`config.mk`:
```
export PLATFORM = sky130hd
export DESIGN_NAME = branch_fwd_hazard_unit
export DESIGN_NICKNAME = d
export VERILOG_FILES = /design/src/rtl/riscv_branch_pkg.sv /design/src/rtl/branch_fwd_decode.sv /design/src/rtl/branch_fwd_hazard_unit.sv
export SDC_FILE = /design/constraint.sdc
export NUM_CORES = 1
export LEC_CHECK = 0
export ABC_AREA = 1
export CELL_PAD_IN_SITES_DETAIL_PLACEMENT = 0
export CELL_PAD_IN_SITES_GLOBAL_PLACEMENT = 1
export CORE_ASPECT_RATIO = 0.6
export CORE_MARGIN = 2
export CORE_UTILIZATION = 26
export CTS_CLUSTER_DIAMETER = 200
export DETAILED_ROUTE_END_ITERATION = 16
export GPL_ROUTABILITY_DRIVEN = 0
export GPL_TIMING_DRIVEN = 1
export PLACE_DENSITY_LB_ADDON = 0.15
export SKIP_CTS_REPAIR_TIMING = 1
export SYNTH_ARGS = -nofsm -noshare
export SYNTH_HDL_FRONTEND = slang
export SYNTH_HIERARCHICAL = 1
export SYNTH_SLANG_ARGS = --single-unit
```
`constraint.sdc`:
```
create_clock -name clk_i -period 2.5 [get_ports clk_i]
set_input_delay 0.5 -clock clk_i [delete_from_list [all_inputs] [get_ports clk_i]]
set_output_delay 0.5 -clock clk_i [all_outputs]
set_load 0.01 [all_outputs]
```
`src/rtl/riscv_branch_pkg.sv`:
```
// Shared types and constants for the ID-stage branch forwarding/hazard unit.
package riscv_branch_pkg;

  typedef enum logic [3:0] {
    FWD_RR = 4'd0,
    FWD_MM = 4'd1,
    FWD_WW = 4'd2,
    FWD_MR = 4'd3,
    FWD_RM = 4'd4,
    FWD_WR = 4'd5,
    FWD_RW = 4'd8,
    FWD_WM = 4'd9,
    FWD_MW = 4'd10
  } opforward_e;

  typedef enum logic {
    RUN,
    HOLD
  } bh_state_e;

  typedef enum logic [1:0] {
    SRC_REG = 2'd0,
    SRC_MEM = 2'd1,
    SRC_WB  = 2'd2
  } fwd_src_e;

  localparam logic [1:0] LD_EX_STALL  = 2'd2;
  localparam logic [1:0] ALU_EX_STALL = 2'd1;
  localparam logic [1:0] LD_MEM_STALL = 2'd1;

  // Pairs the rs1 (a) and rs2 (b) sources into the comparator mux code.
  function automatic opforward_e fwd_encode(input fwd_src_e a, input fwd_src_e b);
    opforward_e code;
    case ({a, b})
      {SRC_MEM, SRC_MEM}: code = FWD_MM;
      {SRC_WB,  SRC_WB }: code = FWD_WW;
      {SRC_MEM, SRC_REG}: code = FWD_MR;
      {SRC_REG, SRC_MEM}: code = FWD_RM;
      {SRC_WB,  SRC_REG}: code = FWD_WR;
      {SRC_REG, SRC_WB }: code = FWD_RW;
      {SRC_WB,  SRC_MEM}: code = FWD_WM;
      {SRC_MEM, SRC_WB }: code = FWD_MW;
      default:            code = FWD_RR;
    endcase
    return code;
  endfunction

endpackage

```
`src/rtl/branch_fwd_decode.sv`:
```
// Combinational source matching for early branch resolution: produces the
// operand-forward select and the stall depth needed before the branch can resolve.
module branch_fwd_decode
  import riscv_branch_pkg::*;
#(
  parameter int REG_AW = 5
) (
  input  logic              id_branch_i,
  input  logic              id_use_rs2_i,
  input  logic [REG_AW-1:0] id_rs1_i,
  input  logic [REG_AW-1:0] id_rs2_i,
  input  logic [REG_AW-1:0] ex_rd_i,
  input  logic              ex_regwrite_i,
  input  logic              ex_memread_i,
  input  logic [REG_AW-1:0] mem_rd_i,
  input  logic              mem_regwrite_i,
  input  logic              mem_memread_i,
  input  logic [REG_AW-1:0] wb_rd_i,
  input  logic              wb_regwrite_i,
  output logic [1:0]        need_o,
  output logic [3:0]        opforward_o
);

  // x0 is hardwired zero, so it never matches a producer.
  function automatic logic hit(input logic we, input logic [REG_AW-1:0] rd,
                               input logic [REG_AW-1:0] rs);
    return we && (rd == rs) && (rs != '0);
  endfunction

  function automatic fwd_src_e pick(input logic act, input logic mem_h, input logic wb_h);
    fwd_src_e src;
    src = SRC_REG;
    if (act && mem_h && !mem_memread_i) src = SRC_MEM;
    else if (act && wb_h)               src = SRC_WB;
    return src;
  endfunction

  function automatic logic [1:0] depth(input logic act, input logic ex_h, input logic mem_h);
    logic [1:0] n;
    n = 2'd0;
    if (act) begin
      if (ex_h && ex_memread_i)        n = LD_EX_STALL;
      else if (ex_h)                   n = ALU_EX_STALL;
      else if (mem_h && mem_memread_i) n = LD_MEM_STALL;
    end
    return n;
  endfunction

  logic     act1, act2;
  logic     ex1, mem1, wb1, ex2, mem2, wb2;
  logic [1:0] need1, need2;
  fwd_src_e sel1, sel2;
  opforward_e code;

  assign act1 = id_branch_i;
  assign act2 = id_branch_i && id_use_rs2_i;

  assign ex1  = hit(ex_regwrite_i,  ex_rd_i,  id_rs1_i);
  assign mem1 = hit(mem_regwrite_i, mem_rd_i, id_rs1_i);
  assign wb1  = hit(wb_regwrite_i,  wb_rd_i,  id_rs1_i);
  assign ex2  = hit(ex_regwrite_i,  ex_rd_i,  id_rs2_i);
  assign mem2 = hit(mem_regwrite_i, mem_rd_i, id_rs2_i);
  assign wb2  = hit(wb_regwrite_i,  wb_rd_i,  id_rs2_i);

  assign sel1  = pick(act1, mem1, wb1);
  assign sel2  = pick(act2, mem2, wb2);
  assign need1 = depth(act1, ex1, mem1);
  assign need2 = depth(act2, ex2, mem2);

  assign need_o      = (need1 > need2) ? need1 : need2;
  assign code        = fwd_encode(sel1, sel2);
  assign opforward_o = code;

endmodule

```
`src/rtl/branch_fwd_hazard_unit.sv`:
```
// ID-stage branch hazard unit: forward select, stall/bubble sequencing FSM and,
// with BRANCH_HAZARD_PERF_EN defined, a free-running stall-cycle counter.
module branch_fwd_hazard_unit
  import riscv_branch_pkg::*;
#(
  parameter int XLEN   = 32,
  parameter int REG_AW = 5
) (
  input  logic              clk_i,
  input  logic              rst_i,
  input  logic              id_branch_i,
  input  logic              id_use_rs2_i,
  input  logic [REG_AW-1:0] id_rs1_i,
  input  logic [REG_AW-1:0] id_rs2_i,
  input  logic [REG_AW-1:0] ex_rd_i,
  input  logic              ex_regwrite_i,
  input  logic              ex_memread_i,
  input  logic [REG_AW-1:0] mem_rd_i,
  input  logic              mem_regwrite_i,
  input  logic              mem_memread_i,
  input  logic [REG_AW-1:0] wb_rd_i,
  input  logic              wb_regwrite_i,
  input  logic              flush_i,
  output logic [3:0]        opforward_o,
  output logic              stall_o,
  output logic              bubble_o
`ifdef BRANCH_HAZARD_PERF_EN
  ,
  output logic [XLEN-1:0]   stall_cnt_o
`endif
);

  logic [1:0] need;
  bh_state_e  state_q, state_d;
  logic [1:0] cnt_q, cnt_d;
  logic       stall;

  branch_fwd_decode #(.REG_AW(REG_AW)) u_decode (
    .id_branch_i    (id_branch_i),
    .id_use_rs2_i   (id_use_rs2_i),
    .id_rs1_i       (id_rs1_i),
    .id_rs2_i       (id_rs2_i),
    .ex_rd_i        (ex_rd_i),
    .ex_regwrite_i  (ex_regwrite_i),
    .ex_memread_i   (ex_memread_i),
    .mem_rd_i       (mem_rd_i),
    .mem_regwrite_i (mem_regwrite_i),
    .mem_memread_i  (mem_memread_i),
    .wb_rd_i        (wb_rd_i),
    .wb_regwrite_i  (wb_regwrite_i),
    .need_o         (need),
    .opforward_o    (opforward_o)
  );

  // In HOLD the ID instruction is frozen, so only the counter decides the exit.
  always_comb begin
    state_d = state_q;
    cnt_d   = cnt_q;
    stall   = 1'b0;
    if (rst_i || flush_i) begin
      state_d = RUN;
      cnt_d   = 2'd0;
    end else begin
      case (state_q)
        RUN: begin
          stall = (need != 2'd0);
          if (need == LD_EX_STALL) begin
            state_d = HOLD;
            cnt_d   = LD_EX_STALL - 2'd1;
          end
        end
        HOLD: begin
          stall = 1'b1;
          cnt_d = cnt_q - 2'd1;
          if (cnt_d == 2'd0) state_d = RUN;
        end
        default: begin
          state_d = RUN;
          cnt_d   = 2'd0;
        end
      endcase
    end
  end

  always_ff @(posedge clk_i) begin
    if (rst_i) begin
      state_q <= RUN;
      cnt_q   <= 2'd0;
    end else begin
      state_q <= state_d;
      cnt_q   <= cnt_d;
    end
  end

  assign stall_o  = stall;
  assign bubble_o = stall;

`ifdef BRANCH_HAZARD_PERF_EN
  // Survives flushes on purpose; only reset clears the count.
  always_ff @(posedge clk_i) begin
    if (rst_i)      stall_cnt_o <= '0;
    else if (stall) stall_cnt_o <= stall_cnt_o + 1'b1;
  end
`endif

endmodule

```
### Met1 routing

Scale bar: 20 um. Supply wires on this layer in grey.
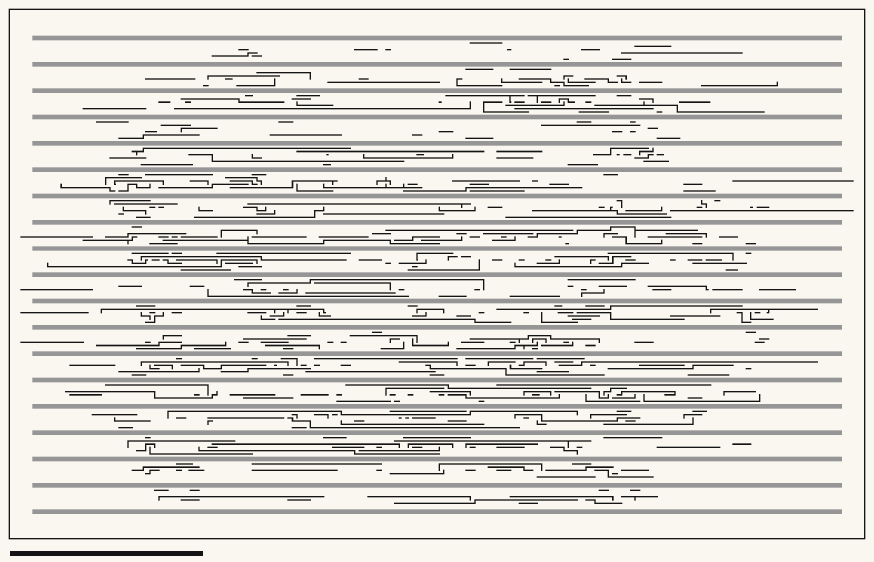
longest straight run: 30.6 um
nets with wire on the layer: 304

### M2 wires

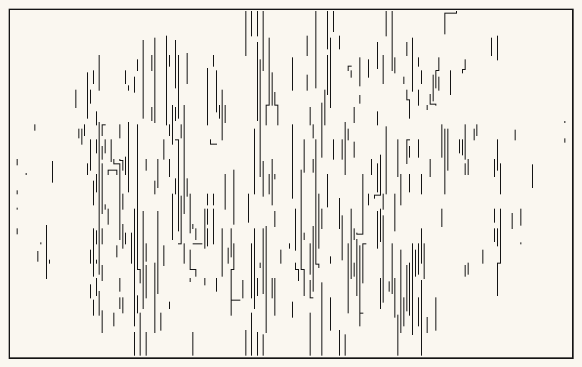
nets with wire on the layer: 264
wire length on this layer: 1460 um
share of all routed wire: 38%
longest straight run: 23.8 um
main direction: vertical

### Met3 routing

Scale bar: 20 um.
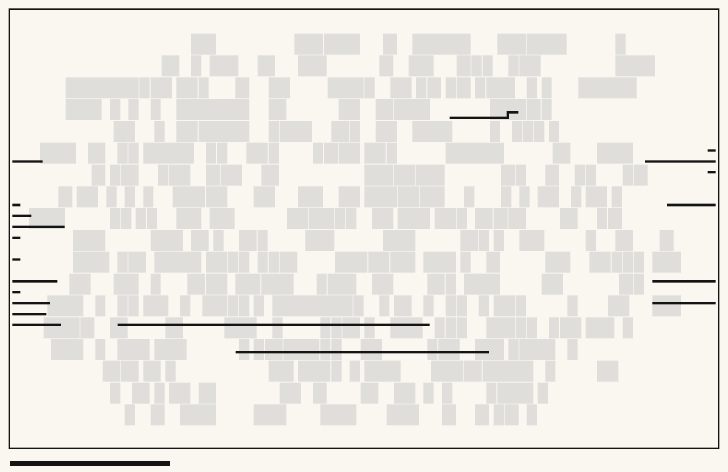
wire length on this layer: 144 um
nets with wire on the layer: 20

### Gate families picked out

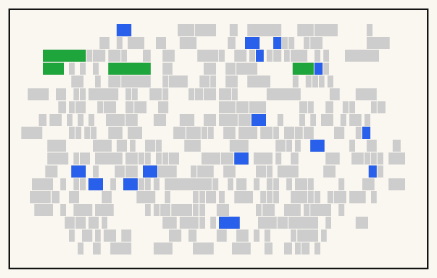
legend:
  blue:
    family: inverting AOI/OAI gates
    cells: 15
  green:
    family: adder and majority cells
    cells: 4

### Clock wiring as the flow saved it

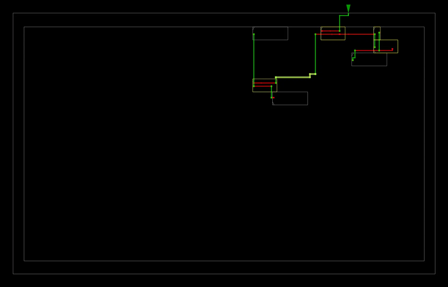
Clock Sinks: 3
Num CTS Buffers: 3
Flops: 3
number of clock buffers in the layout: 4

==> ci_impl_report.md <==
## PnR job results

| Metric | Value |
|---|---|
| Clock transition at path regs | 0.03 ns |
| Tightest Pin Transition | ~0.22 ns |
| CTS tree | done |
| Netlist cell types | 27 |
| Status | finished with violations |
| Setup ws final | -0.305 ns |
| Startpoint type of the worst setup path | input pin |
| Total track usage | 0.157 |
| Final Power | 455 uW |
| Worst min path class | reg2reg |
| Number of global-route vias before repair | between 1000 and 1500 |
| Total number of vias | 1450 |
| Post-DP HPWL | 3240 um |
| Power Density | 215 nW/um^2 |
| Die y size | 54.6 um |
| Psw | between 150 and 200 uW |
| Core ar. | between 4000 and 5000 sq um |
| Unrepaired setup endpoints after global routing | yes |
| Clock network fraction of total power | 0.312 |
| DIE WIDTH | 88.3 um |
| Violated checks | negative setup slack |
| Crit. End Element | output pin |
| Worst reg2reg setup slack | 1.63 ns |
| CTS H-tree lvls | 1 |
| Wire per inst | approximately 11 um |
| Setup_tns | -0.608 ns |
| Post-Syn Nets | about 250 |
| Setup CP Type | in2out |
| Max_slew headroom | 0.851 |
| # Cells Yosys | about 210 |
| Worst Path Arrival | approximately 2.3 ns |
| Post-synth regs | 3 |
| Combinational fraction of design power | 0.582 |
| Final Setup Violations | 2 |
| Clk. pwr | between 100 and 150 uW |
| Required time worst endpoint | about 2 ns |
| Cell area after synthesis | 1110 sq um |
| Multi-input gate area | between 1000 and 1500 sq um |
| Seq pwr share | 0.106 |
| Achievable frequency | 357 MHz |
| Yosys warning tally | 6 |
| LEAKAGE | about 0.0012 uW |
| GR Overflow Total | 0 |
| Initial DRC count | 37 |
| CP max FO | 2 |
| Die area | approximately 4800 sq um |
| Pin count of the biggest net entering global routing | 6 |
| Fp_density | 0.270 |
| Cycle use final | 1.12 |
| Sequential power | just under 50 uW |
| Clock root cell | clkbuf_8 |
| Initial antenna violation count | 0 |
| Top-Level Pins | ~40 |
| Layout cells sized above 1 | 0.486 |
| Antenna diodes | 0 |
| Cell seen most often among critical-path stages | a21oi_2 |
| Post-Syn Instances | between 200 and 250 |
| Worst skew pair latency | 0.22 ns |
| Worst Skew | 0.000161 ns |
| First-pass GRT wire length | between 5000 and 6000 um |
worst paths after layout:
kind / startpoint / end / cells past startpoint
setup / recovery: mem_rd_i[3] / bubble_o / 15
hold / removal: cnt_q[1]$_SDFFE_PP0P_ / cnt_q[1]$_SDFFE_PP0P_ / 2
hold reg to reg: cnt_q[1]$_SDFFE_PP0P_ / cnt_q[1]$_SDFFE_PP0P_ / 2
setup reg to reg: cnt_q[1]$_SDFFE_PP0P_ / cnt_q[1]$_SDFFE_PP0P_ / 4
routing by layer:
| layer | share of wire | track usage |
|---|---|---|
| met1 | 0.58 | 0.269 |
| met2 | 0.38 | 0.206 |
| met3 | 0.037 | 0.0196 |
| met4 | 0 | 0.00758 |
| met5 | 0 | 0 |
synthesized netlist by cell type:
cell type,count,area (sq um)
a21oi_1,7,35.0
nand3_4,1,17.5
nor3_1,1,5.00
nor2_1,19,71.3
nor3b_2,1,12.5
xnor2_1,6,52.6
o21ai_1,4,20.0
o21ai_2,1,8.76
inv_1,34,128
buf_4,1,7.51
nor2_4,6,67.6
o21a_1,1,7.51
clkinv_1,3,11.3
a21oi_2,2,17.5
ha_1,4,50.1
dfxtp_1,3,60.1
nand2_1,77,289
nand3_1,12,60.1
xor2_1,2,17.5
inv_2,12,45.0
nor2_2,4,25.0
o22ai_1,1,6.26
nand4_1,4,25.0
nand3_2,4,40.0
nand2_2,2,12.5
nor2b_1,1,6.26
nor3_2,1,10.0
placed cells by master, fill, tap and decap left out, types with 5 or more instances in the layout:
| cell | count |
|---|---|
| nand3_2 | 7 |
| dlymetal6s2s_1 | 14 |
| nand2_2 | 19 |
| inv_2 | 17 |
| a21oi_2 | 7 |
| nor2_1 | 13 |
| clkdlybuf4s50_1 | 6 |
| nor2_2 | 5 |
| buf_6 | 7 |
| nand3_1 | 7 |
| buf_4 | 39 |
| inv_1 | 27 |
| nor2_4 | 11 |
| clkbuf_2 | 8 |
| nand2_1 | 59 |
stage by stage:
step / std cells / setup slack [ns] / utilization / hold WS [ns] / area (sq um)
after global placement: 347 / -1.38 / 0.448 / 0.469 / 1840
after global routing: 356 / -0.458 / 0.516 / 0.500 / 2110
after floorplan: 214 / -0.112 / - / 0.455 / 1110
final: 356 / -0.305 / 0.516 / 0.477 / 2110
after detailed placement: 347 / -1.31 / 0.448 / 0.477 / 1840
after CTS: 351 / -1.32 / 0.459 / 0.479 / 1880
logic make-up (layout without fill, tap and decap cells):
kind of cell	count (synthesis)	after routing	share of synthesized area
buf+inv	50	132	0.173
flops	3	3	0.0542
xor+xnor	8	8	0.0632
compound gates	16	16	0.0858
simple gates	133	133	0.579
fa+ha+maj	4	4	0.0451
registers in the layout, summed over array words and instances (netlist names):
name and cells:
cnt_q 2, state_q 1
critical path, delay by kind of cell:
| kind | cells | cell delay (ns) |
|---|---|---|
| compound gates | 4 | 0.59 |
| simple gates | 7 | 0.58 |
| buf+inv | 3 | 0.40 |
| fa+ha+maj | 1 | 0.22 |
final cells by class:
cell class | instances | area share
Multi-Input combinational cell | 161 | 0.505
Timing Repair Buffer | 79 | 0.319
Inverter | 49 | 0.0906
Tap cell | 60 | 0.0355
Sequential cell | 3 | 0.0284
Clock buffer | 4 | 0.0213
Power is estimated from default activity; no workload was simulated.
